File: src/rtl/npm_toggle_timer_if.sv
`default_nettype none
// ============================================================================
// Module   : npm_toggle_timer_if
// Purpose  : Command / status bundle between an issuing stage and the
//            npm_toggle_timer wait-cycle timer.
// Revision : 1.0  initial release
// ============================================================================
interface npm_toggle_timer_if #(
   parameter int DataWidth = 16
) ();

   logic                 iStart;
   logic [DataWidth-1:0] iNumOfData;
   logic                 iAbort;
   logic                 oReady;
   logic                 oLastStep;
   logic                 oBusy;
   logic [DataWidth-1:0] oElapsed;

   // Issuing stage: drives commands, observes status
   modport master (
      output iStart, iNumOfData, iAbort,
      input  oReady, oLastStep, oBusy, oElapsed
   );

   // Timer: consumes commands, drives status
   modport slave (
      input  iStart, iNumOfData, iAbort,
      output oReady, oLastStep, oBusy, oElapsed
   );

endinterface
`default_nettype wire

File: src/rtl/npm_toggle_timer.sv
`default_nettype none
// ============================================================================
// Module   : npm_toggle_timer
// Purpose  : Waits N clock cycles after an accepted command, then holds a
//            completion level until the next command or reset. A running
//            wait can be aborted; elapsed cycles are reported throughout.
// Revision : 1.0  initial release
// ============================================================================
module npm_toggle_timer #(
   parameter int DataWidth = 16
) (
   input  logic                iSystemClock,
   input  logic                iReset,
   npm_toggle_timer_if.slave   bus
);

   typedef enum logic [1:0] {
      ST_IDLE = 2'd0,
      ST_RUN  = 2'd1,
      ST_DONE = 2'd2
   } state_t;

   state_t               state_q, state_d;
   logic [DataWidth-1:0] count_q, count_d;
   logic [DataWidth-1:0] elapsed_q, elapsed_d;

   // Ready whenever no wait is in flight; the unused encoding never asserts it
   logic w_ready;
   assign w_ready = (state_q == ST_IDLE) || (state_q == ST_DONE);

   // Next-state, counter and elapsed-cycle computation
   always_comb begin
      state_d   = state_q;
      count_d   = count_q;
      elapsed_d = elapsed_q;
      case (state_q)
         ST_IDLE, ST_DONE: begin
            // A command wins over abort outside RUN; abort is meaningless here
            if (bus.iStart) begin
               state_d   = ST_RUN;
               count_d   = bus.iNumOfData;
               elapsed_d = '0;
            end
         end
         ST_RUN: begin
            // Abort wins over a (held) start request while running
            if (bus.iAbort) begin
               state_d = ST_DONE;
               count_d = '0;
            end else if (count_q == '0) begin
               state_d = ST_DONE;
            end else begin
               count_d   = count_q - DataWidth'(1);
               elapsed_d = elapsed_q + DataWidth'(1);
            end
         end
         default: begin
            state_d   = ST_IDLE;
            count_d   = '0;
            elapsed_d = '0;
         end
      endcase
   end

   // State and datapath registers with synchronous reset
   always_ff @(posedge iSystemClock) begin
      if (iReset) begin
         state_q   <= ST_IDLE;
         count_q   <= '0;
         elapsed_q <= '0;
      end else begin
         state_q   <= state_d;
         count_q   <= count_d;
         elapsed_q <= elapsed_d;
      end
   end

   assign bus.oReady    = w_ready;
   assign bus.oBusy     = (state_q == ST_RUN);
   assign bus.oLastStep = (state_q == ST_DONE);
   assign bus.oElapsed  = elapsed_q;

endmodule
`default_nettype wire

File: src/flat_wrapper.sv
// flat-port wrapper written by rule: the top's interface ports become plain ports
module npm_toggle_timer_flat 
#(
   parameter int DataWidth = 16
)
  (iSystemClock, iReset, bus_iStart, bus_iNumOfData, bus_iAbort, bus_oReady, bus_oLastStep, bus_oBusy, bus_oElapsed);
  npm_toggle_timer_if #(.DataWidth(DataWidth)) bus_i ();
  input  logic iSystemClock;
  input  logic iReset;
  input wire logic [$bits(bus_i.iStart)-1:0] bus_iStart;
  input wire logic [$bits(bus_i.iNumOfData)-1:0] bus_iNumOfData;
  input wire logic [$bits(bus_i.iAbort)-1:0] bus_iAbort;
  output wire logic [$bits(bus_i.oReady)-1:0] bus_oReady;
  output wire logic [$bits(bus_i.oLastStep)-1:0] bus_oLastStep;
  output wire logic [$bits(bus_i.oBusy)-1:0] bus_oBusy;
  output wire logic [$bits(bus_i.oElapsed)-1:0] bus_oElapsed;
  assign bus_i.iStart = bus_iStart;
  assign bus_i.iNumOfData = bus_iNumOfData;
  assign bus_i.iAbort = bus_iAbort;
  assign bus_oReady = bus_i.oReady;
  assign bus_oLastStep = bus_i.oLastStep;
  assign bus_oBusy = bus_i.oBusy;
  assign bus_oElapsed = bus_i.oElapsed;
  npm_toggle_timer #(.DataWidth(DataWidth)) u_core (.iSystemClock(iSystemClock), .iReset(iReset), .bus(bus_i));
endmodule
File: config.mk
export PLATFORM = sky130hd
export DESIGN_NAME = npm_toggle_timer_flat
export DESIGN_NICKNAME = d
export VERILOG_FILES = /design/src/rtl/npm_toggle_timer_if.sv /design/src/rtl/npm_toggle_timer.sv /design/src/flat_wrapper.sv
export SDC_FILE = /design/constraint.sdc
export NUM_CORES = 1
export LEC_CHECK = 0
export CORE_MARGIN = 8
export CORE_UTILIZATION = 28
export DETAILED_ROUTE_END_ITERATION = 6
export PLACE_DENSITY = 0.49
export SLEW_MARGIN = 30
export SYNTH_ARGS = -nofsm -noshare
export SYNTH_HDL_FRONTEND = slang
export SYNTH_SLANG_ARGS = --single-unit
File: constraint.sdc
create_clock -name iSystemClock -period 1.9 [get_ports iSystemClock]
set_input_delay 0.19 -clock iSystemClock [delete_from_list [all_inputs] [get_ports iSystemClock]]
set_output_delay 0.19 -clock iSystemClock [all_outputs]
set_load 0.02 [all_outputs]
Fig. 1: run 1, cell classes on the final placement
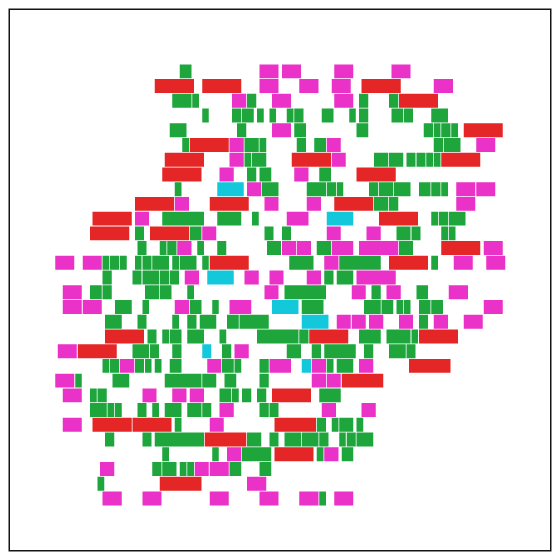
Green shows remaining logic cells, cells 209. Magenta shows remaining buffers and delay cells, cells 94. Red shows sequential cells, cells 34. Cyan shows clock drivers and dummy loads, cells 7.
Post-Route Utilization: 44.84%
std cell rows: 30
Design Area, Final: 3047 um^2

Fig. 2: run 1, routing congestion
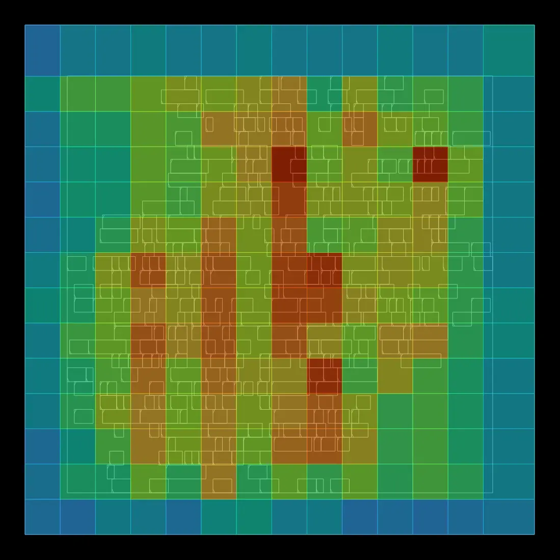
GR Util met3: 2.654%
routing usage on met1: 16.51%
met2 Use GR: 20.68%
WL/cell: 14.55 um

Fig. 3: run 1, wiring heat map
The bar under the picture is 20 um long. 20 x 20 tiles, from dark blue (low) to red (high), scaled to the fullest tile. Values are wire area over tile area, all layers added.
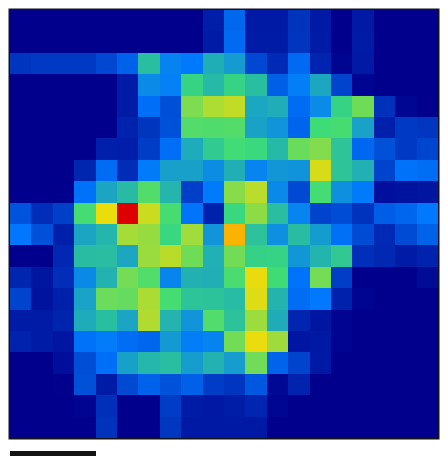
The mean over all tiles is 0.10. The fullest tile reaches 0.51. 12% of the tiles are over half the peak. The densest ninth of the die: center. 31% of the tiles are nearly empty. The emptiest ninth of the die: lower right.
routed vias: 2243
Global Route Usage Sum: 12.77%
Routed Wire Length: 6404 um

Fig. 4: run 1, signal wires by layer
The bar under the picture is 20 um long.
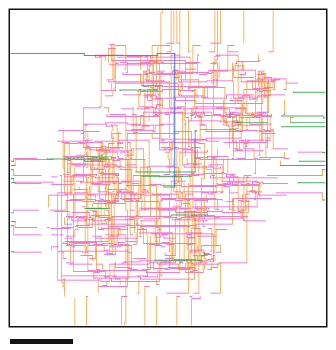
Green shows M3, wire length 282 um. Blue shows M4, wire length 55.1 um. Magenta shows M1, wire length 3130 um. Orange shows M2, wire length 2930 um.

==> run notes, run 1 <==
yosys + openroad results -> status=finished with violations, failing checks=negative setup slack, GRT overflow=0, Registers, synthesis=34, Critical Path Fanout Max=18, DRC=0, Hold WC Path Type=flop to flop, skew final=0.007742 ns, core region area=6794 um^2, Hold Startpoint=u_core.bus.oElapsed[15]$_SDFFE_PP0P_, DP Area=2829 um^2, Pre-Repair DR Iteration Count=4, H-Tree Depth=2, max frequency=0.5097 GHz, reg2reg start=u_core.count_q[14]$_SDFFE_PP0P_, Required @ worst endpoint=2.08 ns, tool warnings=29, # IOs=39, main logic family after synthesis=AND-OR/OR-AND gates, Final Hold Vio Count=0, Synth Area per Inst=7.699 um^2, worst r2r path cells=7, Power Total=0.001904 W, Yosys cell types=53, Setup WS post-layout=-0.06199 ns, Final Max Tran Viols=0, EDFF count, synth=0, Post-DP HPWL=4877 um, hold depth=2, Leakage=1.153 nW, setup slack after placement=-0.07455 ns, post-synthesis async set-or-reset flop share=0%, dominant logic cell types in the final layout=buf_4, clkdlybuf4s50_1, a21oi_1, ys flop type=dfxtp_1, Final setup viols=12, Cell area leaders=dfxtp_1, a21oi_1, nor2_1, largest vdd supply drop=0.2891 mV, XOR Share, Synth=0.8923%, CTS tree=done, RSZ-0062 raised after global routing=true, met3 wire len=282 um, Crit path largest cell delay=0.53 ns, Crit path buffers/inverters=2
## run 1: power breakdown
| group | internal (W) | switching, W | leakage (nW) | total, W |
|---|---|---|---|---|
| logic | 0.000315 | 0.000300 | 0.830 | 0.000615 |
| registers | 0.000747 | 0.0000321 | 0.279 | 0.000779 |
| clock network | 0.000246 | 0.000264 | 0.0438 | 0.000510 |
| total | 0.00131 | 0.000596 | 1.15 | 0.00190 |
## run 1: repair_timing
item | CTS | global route
cloned | 1 | 0
buffers inserted | 3 | 2
pin swaps | 14 | 18
resized | 12 | 16
setup endpoints to repair | 17 | 28
## run 1: per-stage QoR
step,setup TNS (ns),util (%),std cells
2_1_floorplan,-0.01826,-,255
4_1_cts,-0.2517,44.14,440
3_3_place_gp,-0.2558,41.64,429
5_1_grt,-1.602,44.84,440
3_5_place_dp,-0.5069,41.64,429
6_report,-0.3351,44.84,440
## run 1: worst reg2reg max path, cell delays in order, from the launching register on
cell and delay [ns]:
dfxtp_2 0.32, or4_4 0.53, or2_4 0.30, buf_12 0.13, o31ai_4 0.20, buf_12 0.17, nor3_1 0.06, o21a_1 0.16
## run 1: flip-flops by register name, summed over array words and instances, names as in the netlist
name                 cells
u_core.bus.oElapsed     16
u_core.state_q           2
u_core.count_q          16
## run 1: cells by family (layout without fill, tap and decap cells)
| kind of cell | Yosys count | count (layout) |
|---|---|---|
| fa+ha+maj | 2 | 2 |
| simple gates | 104 | 104 |
| xor+xnor | 2 | 2 |
| compound gates | 90 | 90 |
| buf+inv | 23 | 112 |
| flops | 34 | 34 |
## run 1: routing by layer
layer	GRT usage (%)	vias up
met2	20.68	52
li1	-	1131
met1	16.51	1056
met4	3.725	0
met3	2.654	4
met5	0	-
## run 1: path summary, 6_finish.rpt
path                            slack [ns]                                    to
worst max-delay path                 -0.06  u_core.bus.oElapsed[11]$_SDFFE_PP0P_
worst min-delay path                  0.49  u_core.bus.oElapsed[15]$_SDFFE_PP0P_
worst max register to register       -0.06  u_core.bus.oElapsed[11]$_SDFFE_PP0P_
worst min register to register        0.49  u_core.bus.oElapsed[15]$_SDFFE_PP0P_
## run 1: synthesized netlist by cell type, drive strengths merged, types with 2 or more instances
library cell,count
dfxtp,34
a21oi,33
nor2,27
nand2,23
o21ai,22
inv,11
clkbuf,7
nor3,7
nand3,6
nand4,6
buf,5
nor2b,5
or4,5
a211oi,4
a31oi,4
nor4,4
o31ai,4
or3,4
a221oi,3
a31o,3
and4,3
o21a,3
o2bb2ai,3
or2,3
a21o,2
a22o,2
and2,2
ha,2
nand2b,2
nor3b,2
o32ai,2
xnor2,2
## run 1: area by class of cell
type,count,share of cell area (%)
inverters,11,1.355
multi-input cells,198,41.97
flip-flops and latches,34,22.55
clock inverters,2,0.3285
well taps,96,3.943
repair buffers,94,27.60
clock buffers,5,2.259
==> run 2, diff against run 1 <==
--- a/config.mk
+++ b/config.mk
@@ -5,6 +5,7 @@
 export SDC_FILE = /design/constraint.sdc
 export NUM_CORES = 1
 export LEC_CHECK = 0
+export CAP_MARGIN = 20
 export CORE_MARGIN = 8
 export CORE_UTILIZATION = 28
 export DETAILED_ROUTE_END_ITERATION = 6
Fig. 5: run 2, routing congestion
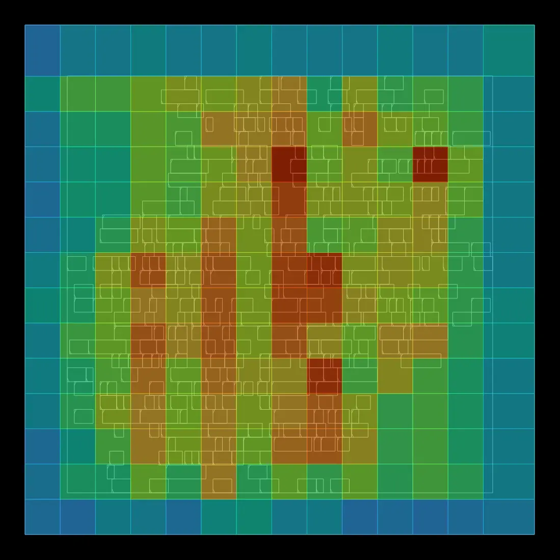
most crowded layer after global routing: met2

==> run notes, run 2 <==
yosys + openroad results -> Pre-Repair DR Iteration Count=4 (unchanged), Critical Path Fanout Max=18 (unchanged), Final Hold Vio Count=0 (unchanged), final setup TNS=-0.3351 ns (unchanged), H-Tree Depth=2 (unchanged), Hold WC Path Type=flop to flop, Hold Startpoint=u_core.bus.oElapsed[15]$_SDFFE_PP0P_, top cells by count=dfxtp_1, a21oi_1, nor2_1, post-synthesis async set-or-reset flop share=0% (unchanged), RR Endpoint=u_core.bus.oElapsed[11]$_SDFFE_PP0P_, RSZ-0062 raised after global routing=true, # IOs=39 (unchanged), Comb power frac=32.3% (about the same), switching pwr=0.0005960 W (unchanged), std cell rows=30 (unchanged), failing checks=negative setup slack, max frequency=0.5097 GHz (unchanged), setup slack after placement=-0.07455 ns (unchanged), CTS tree=done, routed vias=2243 (unchanged), EDFF count, synth=0 (unchanged), largest vdd supply drop=0.2891 mV (unchanged), Setup WS post-layout=-0.06199 ns (unchanged), Reg2Reg Setup Slack=-0.06 ns (about the same), Flop pwr share=40.9% (about the same), status=finished with violations, reg2reg start=u_core.count_q[14]$_SDFFE_PP0P_, worst r2r path cells=7 (unchanged), Worst Hold End=u_core.bus.oElapsed[15]$_SDFFE_PP0P_, Final Max Tran Viols=0 (unchanged), Global Route Usage Sum=12.77% (unchanged), tool warnings=29 (unchanged), Final setup viols=12 (unchanged), core region area=6794 um^2 (unchanged), DRC=0 (unchanged), Internal=0.001308 W (unchanged), dominant logic cell types in the final layout=buf_4, clkdlybuf4s50_1, a21oi_1, Synth top cell by count=dfxtp_1, Leakage=1.153 nW (unchanged), Routed Wire Length=6404 um (unchanged), GRT overflow=0 (unchanged), skew final=0.007742 ns (unchanged), Required @ worst endpoint=2.08 ns (about the same), WL/cell=14.55 um (unchanged), Cell area leaders=dfxtp_1, a21oi_1, nor2_1, Registers, synthesis=34 (unchanged)
Fig. 6: run 2, wiring heat map
The bar under the picture is 20 um long. 20 x 20 tiles, from dark blue (low) to red (high), scaled to the fullest tile. Values are wire area over tile area, all layers added.
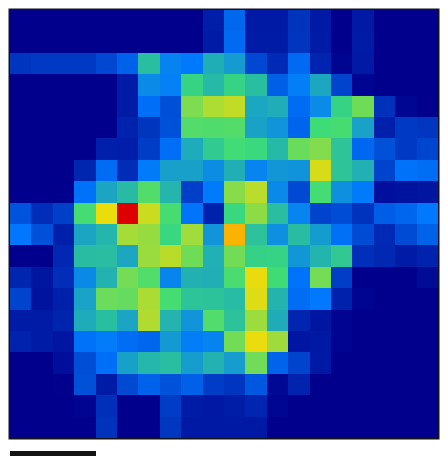
The fullest tile reaches 0.51. 12% of the tiles are over half the peak. The emptiest ninth of the die: lower right.

run 2: layer usage:
| metal | vias up | track usage [%] | part of all wire (%) |
|---|---|---|---|
| li1 | 1131 | - | - |
| met1 | 1056 | 16.51 | 49 |
| met2 | 52 | 20.68 | 46 |
| met3 | 4 | 2.654 | 4.4 |
| met4 | 0 | 3.725 | 0.86 |
| met5 | - | 0 | 0 |
run 2: cell families (layout without fill, tap and decap cells):
family,Yosys count,count (layout),share of synthesized area [%]
AND/OR/NAND/NOR,104,104,28.17
AND-OR/OR-AND,90,90,29.70
flip-flops,34,34,34.67
buffers and inverters,23,112,5.290
adder cells (fa/ha/maj),2,2,1.274
XOR/XNOR,2,2,0.8925
run 2: area by class of cell:
cell class	instances	share of cell area (%)
multi-input combinational	198	41.97
timing repair buffer	94	27.60
sequential	34	22.55
tap	96	3.943
clock buffer	5	2.259
inverter	11	1.355
clock inverter	2	0.3285
run 2: worst max-delay path, stage by stage, from the launching register on:
cell and delay [ns]:
dfxtp_2 0.32, or4_4 0.53, or2_4 0.30, buf_12 0.13, o31ai_4 0.20, buf_12 0.17
nor3_1 0.05, o21a_1 0.16
run 2: power groups by stage:
| stage | clock (W) | sequential [W] | combinational (W) |
|---|---|---|---|
| after floorplan | 0 | 0.000790 | 0.000275 |
| after global placement | 0 | 0.000790 | 0.000548 |
| after detailed placement | 0 | 0.000789 | 0.000543 |
| after CTS | 0.000522 | 0.000775 | 0.000595 |
| after global routing | 0.000554 | 0.000783 | 0.000670 |
| final | 0.000510 | 0.000779 | 0.000615 |
run 2: through the flow:
step | util [%] | total power [W] | instances | instance area [um^2]
CTS | 44.14 | 0.001892 | 440 | 2999
detailed placement | 41.64 | 0.001333 | 429 | 2829
global route | 44.84 | 0.002008 | 440 | 3047
global placement | 41.64 | 0.001337 | 429 | 2829
floorplan | - | 0.001065 | 255 | 1977
finish | 44.84 | 0.001904 | 440 | 3047
run 2: timing repair:
action | CTS | global route
setup buffers | 3 | 2
resized | 12 | 16
pin swaps | 14 | 18
cloned | 1 | 0
setup endpoints to repair | 17 | 28
hold buffers | 0 | 0
run 2: how the worst max path moves through the flow:
stage                                    startpoint                                   end  slack, ns
floorplan           u_core.count_q[14]$_SDFFE_PP0P_  u_core.bus.oElapsed[11]$_SDFFE_PP0P_      -0.01
global placement                         bus_iAbort  u_core.bus.oElapsed[14]$_SDFFE_PP0P_      -0.04
detailed placement                       bus_iAbort        u_core.count_q[6]$_SDFFE_PP0P_      -0.07
CTS                 u_core.count_q[11]$_SDFFE_PP0P_       u_core.count_q[10]$_SDFFE_PP0P_      -0.04
global route        u_core.count_q[14]$_SDFFE_PP0P_        u_core.count_q[0]$_SDFFE_PP0P_      -0.13
finish              u_core.count_q[14]$_SDFFE_PP0P_  u_core.bus.oElapsed[11]$_SDFFE_PP0P_      -0.06
Fig. 7: run 2, sequential cells colored by netlist name
The bar under the picture is 20 um long.
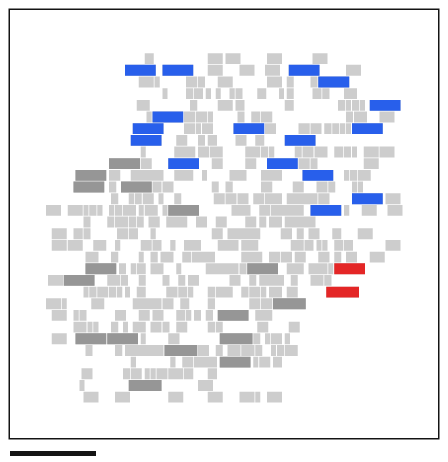

==> run 3, diff against run 2 <==
--- a/config.mk
+++ b/config.mk
@@ -5,11 +5,13 @@
 export SDC_FILE = /design/constraint.sdc
 export NUM_CORES = 1
 export LEC_CHECK = 0
+export ABC_CLOCK_PERIOD_IN_PS = 2300
 export CAP_MARGIN = 20
 export CORE_MARGIN = 8
 export CORE_UTILIZATION = 28
 export DETAILED_ROUTE_END_ITERATION = 6
-export PLACE_DENSITY = 0.49
+export GPL_ROUTABILITY_DRIVEN = 0
+export PLACE_DENSITY = 0.48
 export SLEW_MARGIN = 30
 export SYNTH_ARGS = -nofsm -noshare
 export SYNTH_HDL_FRONTEND = slang
==> constraint.sdc (replaced) <==
create_clock -name iSystemClock -period 2.3 [get_ports iSystemClock]
set_input_delay 0.23 -clock iSystemClock [delete_from_list [all_inputs] [get_ports iSystemClock]]
set_output_delay 0.23 -clock iSystemClock [all_outputs]
set_load 0.02 [all_outputs]
Fig. 8: run 3, sequential cells colored by netlist name
The bar under the picture is 20 um long.
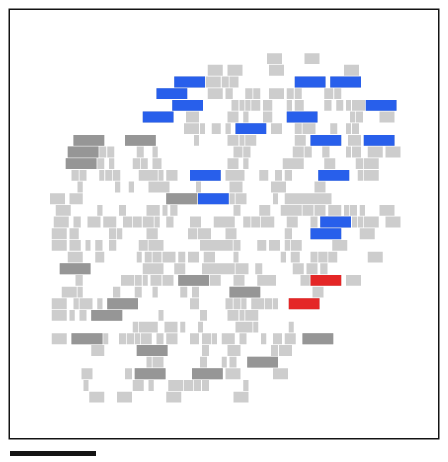
Red shows u_core.state_q, sequential cells 2. Blue shows u_core.bus.oElapsed, sequential cells 16.

Fig. 9: run 3, wiring heat map
The bar under the picture is 20 um long. 20 x 20 tiles, from dark blue (low) to red (high), scaled to the fullest tile. Values are wire area over tile area, all layers added.
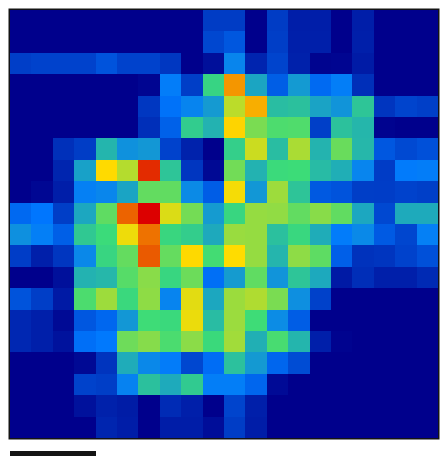
The emptiest ninth of the die: lower right. 16% of the tiles are over half the peak. 33% of the tiles are nearly empty. The mean over all tiles is 0.096. The densest ninth of the die: center. The fullest tile reaches 0.44.

==> run notes, run 3 <==
yosys + openroad results -> status=finished, final reports clean, dominant logic cell types in the final layout=clkdlybuf4s50_1, dfxtp_1, a21oi_1, Crit path largest cell delay=0.35 ns (-0.18 ns), post-layout minimum cycle time=2.057 ns, Leakage=0.9632 nW (-16%), input/output buffers=38, DRC=0 (unchanged), Crit Path Class=flop to flop, Mapped Area=1963 um^2, Registers, synthesis=34 (unchanged), std cell rows=30 (unchanged), Required @ worst endpoint=2.51 ns (+0.43 ns), post-synthesis async set-or-reset flop share=0% (unchanged), CP dominant cell by count=buf_4, Design Area, Final=2669 um^2 (-12%), Critical Path Fanout Max=9 (-9), Global Route Usage Sum=12.80% (+0.029 points), CTS tree=done, Power Total=0.001559 W (-18%), Synth top cell by count=dfxtp_1, skew final=0.004102 ns (-0.003639 ns), routed vias=2056 (-8.3%), final setup TNS=0 ns (+0.3351 ns), layout cells sized above 1=12.58%, top cells by count=dfxtp_1, a21oi_1, nor2_1, Final Hold Vio Count=0 (unchanged), Hold WC Path Type=flop to flop, DP Area=2544 um^2 (-10%), WL/cell=15.11 um (+3.8%), Max Cap Violations=0, Final setup viols=0 (-12), H-Tree Depth=2 (unchanged), Final Max Tran Viols=0 (unchanged), Slowest cell on crit path=nor3b_1, # IOs=39 (unchanged), Pre-Repair DR Iteration Count=4 (unchanged), max frequency=0.4861 GHz (-4.6%), Worst setup SP type=flop, Crit path max-delay family=AND-OR/OR-AND gates, Routed Wire Length=6135 um (-4.2%), post-route ant nets=0, Cell area leaders=dfxtp_1, a21oi_1, nor2_1, RSZ-0062 raised after global routing=false, largest vdd supply drop=0.2572 mV (-11%), core region area=6794 um^2 (unchanged), CP Cell Sequence=inv_1, ha_1, nor3b_1, nand4_1, buf_4, o31ai_4, buf_4, a221oi_1, a211oi_1, Crit path buffers/inverters=3 (+1), GRT overflow=0 (unchanged), tool warnings=26 (-10%), EDFF count, synth=0 (unchanged)
==> run 3: cell counts after synthesis <==
Identical to the previous run, type by type.
==> run 3: metal layers <==
| layer | track usage [%] | vias up | part of all wire [%] |
|---|---|---|---|
| met2 | 20.27 | 41 | 44 |
| met4 | 3.492 | 0 | 0.96 |
| met5 | 0 | - | 0 |
| met3 | 2.933 | 7 | 4.0 |
| li1 | - | 1054 | - |
| met1 | 16.84 | 954 | 51 |
==> run 3: stage by stage <==
stage                     hold WS, ns  utilization (%)  std cells  setup WS (ns)
after detailed placement       0.4842            37.44        396         0.1434
after floorplan                0.3790                -        255         0.2883
after global placement         0.4816            37.44        396         0.2026
after global routing           0.5069            39.28        406        0.02707
after CTS                      0.4966            39.04        404         0.1086
final                          0.4954            39.28        406         0.2430
==> run 3: final timing paths <==
path	start	endpoint	slack, ns	depth (start not counted)
worst min register to register	u_core.count_q[10]$_SDFFE_PP0P_	u_core.count_q[10]$_SDFFE_PP0P_	0.50	2
worst min-delay path	u_core.count_q[10]$_SDFFE_PP0P_	u_core.count_q[10]$_SDFFE_PP0P_	0.50	2
worst max register to register	u_core.count_q[0]$_SDFFE_PP0P_	u_core.count_q[0]$_SDFFE_PP0P_	0.24	9
worst max-delay path	u_core.count_q[0]$_SDFFE_PP0P_	u_core.count_q[0]$_SDFFE_PP0P_	0.24	9
==> run 3: tightest hold or removal path: cells and delay by family (launching register included) <==
| family | cells | cell delay, ns |
|---|---|---|
| flip-flops | 1 | 0.32 |
| AND-OR/OR-AND | 2 | 0.13 |
==> run 3: where the power goes <==
group	switching, W	internal, W	leakage, nW
Clock	0.000225	0.000319	0.0579
Sequential	0.0000300	0.000615	0.277
Combinational	0.000207	0.000163	0.628
Total	0.000462	0.00110	0.963
==> run 3: cell families (layout without fill, tap and decap cells) <==
logic type	after synthesis	after routing	share of synthesized area (%)
adder cells (fa/ha/maj)	2	2	1.274
AND-OR/OR-AND	90	90	29.70
AND/OR/NAND/NOR	104	104	28.17
buffers and inverters	23	78	5.290
XOR/XNOR	2	2	0.8925
flip-flops	34	34	34.67
==> run 3: timing repair <==
item	in CTS	in global routing
buffers inserted	0	2
hold buffers	0	0
setup endpoints to repair	0	17
gates resized	0	1
==> run 3: layout make-up <==
class / instances / area, um^2 / share of cell area [%]
sequential: 34 / 680.7 / 25.50
multi-input combinational: 198 / 1180 / 44.21
inverter: 11 / 41.29 / 1.547
tap: 96 / 120.1 / 4.501
timing repair buffer: 59 / 538.0 / 20.16
clock buffer: 5 / 68.82 / 2.579
clock inverter: 3 / 40.04 / 1.500
Power is estimated from default activity; no workload was simulated.
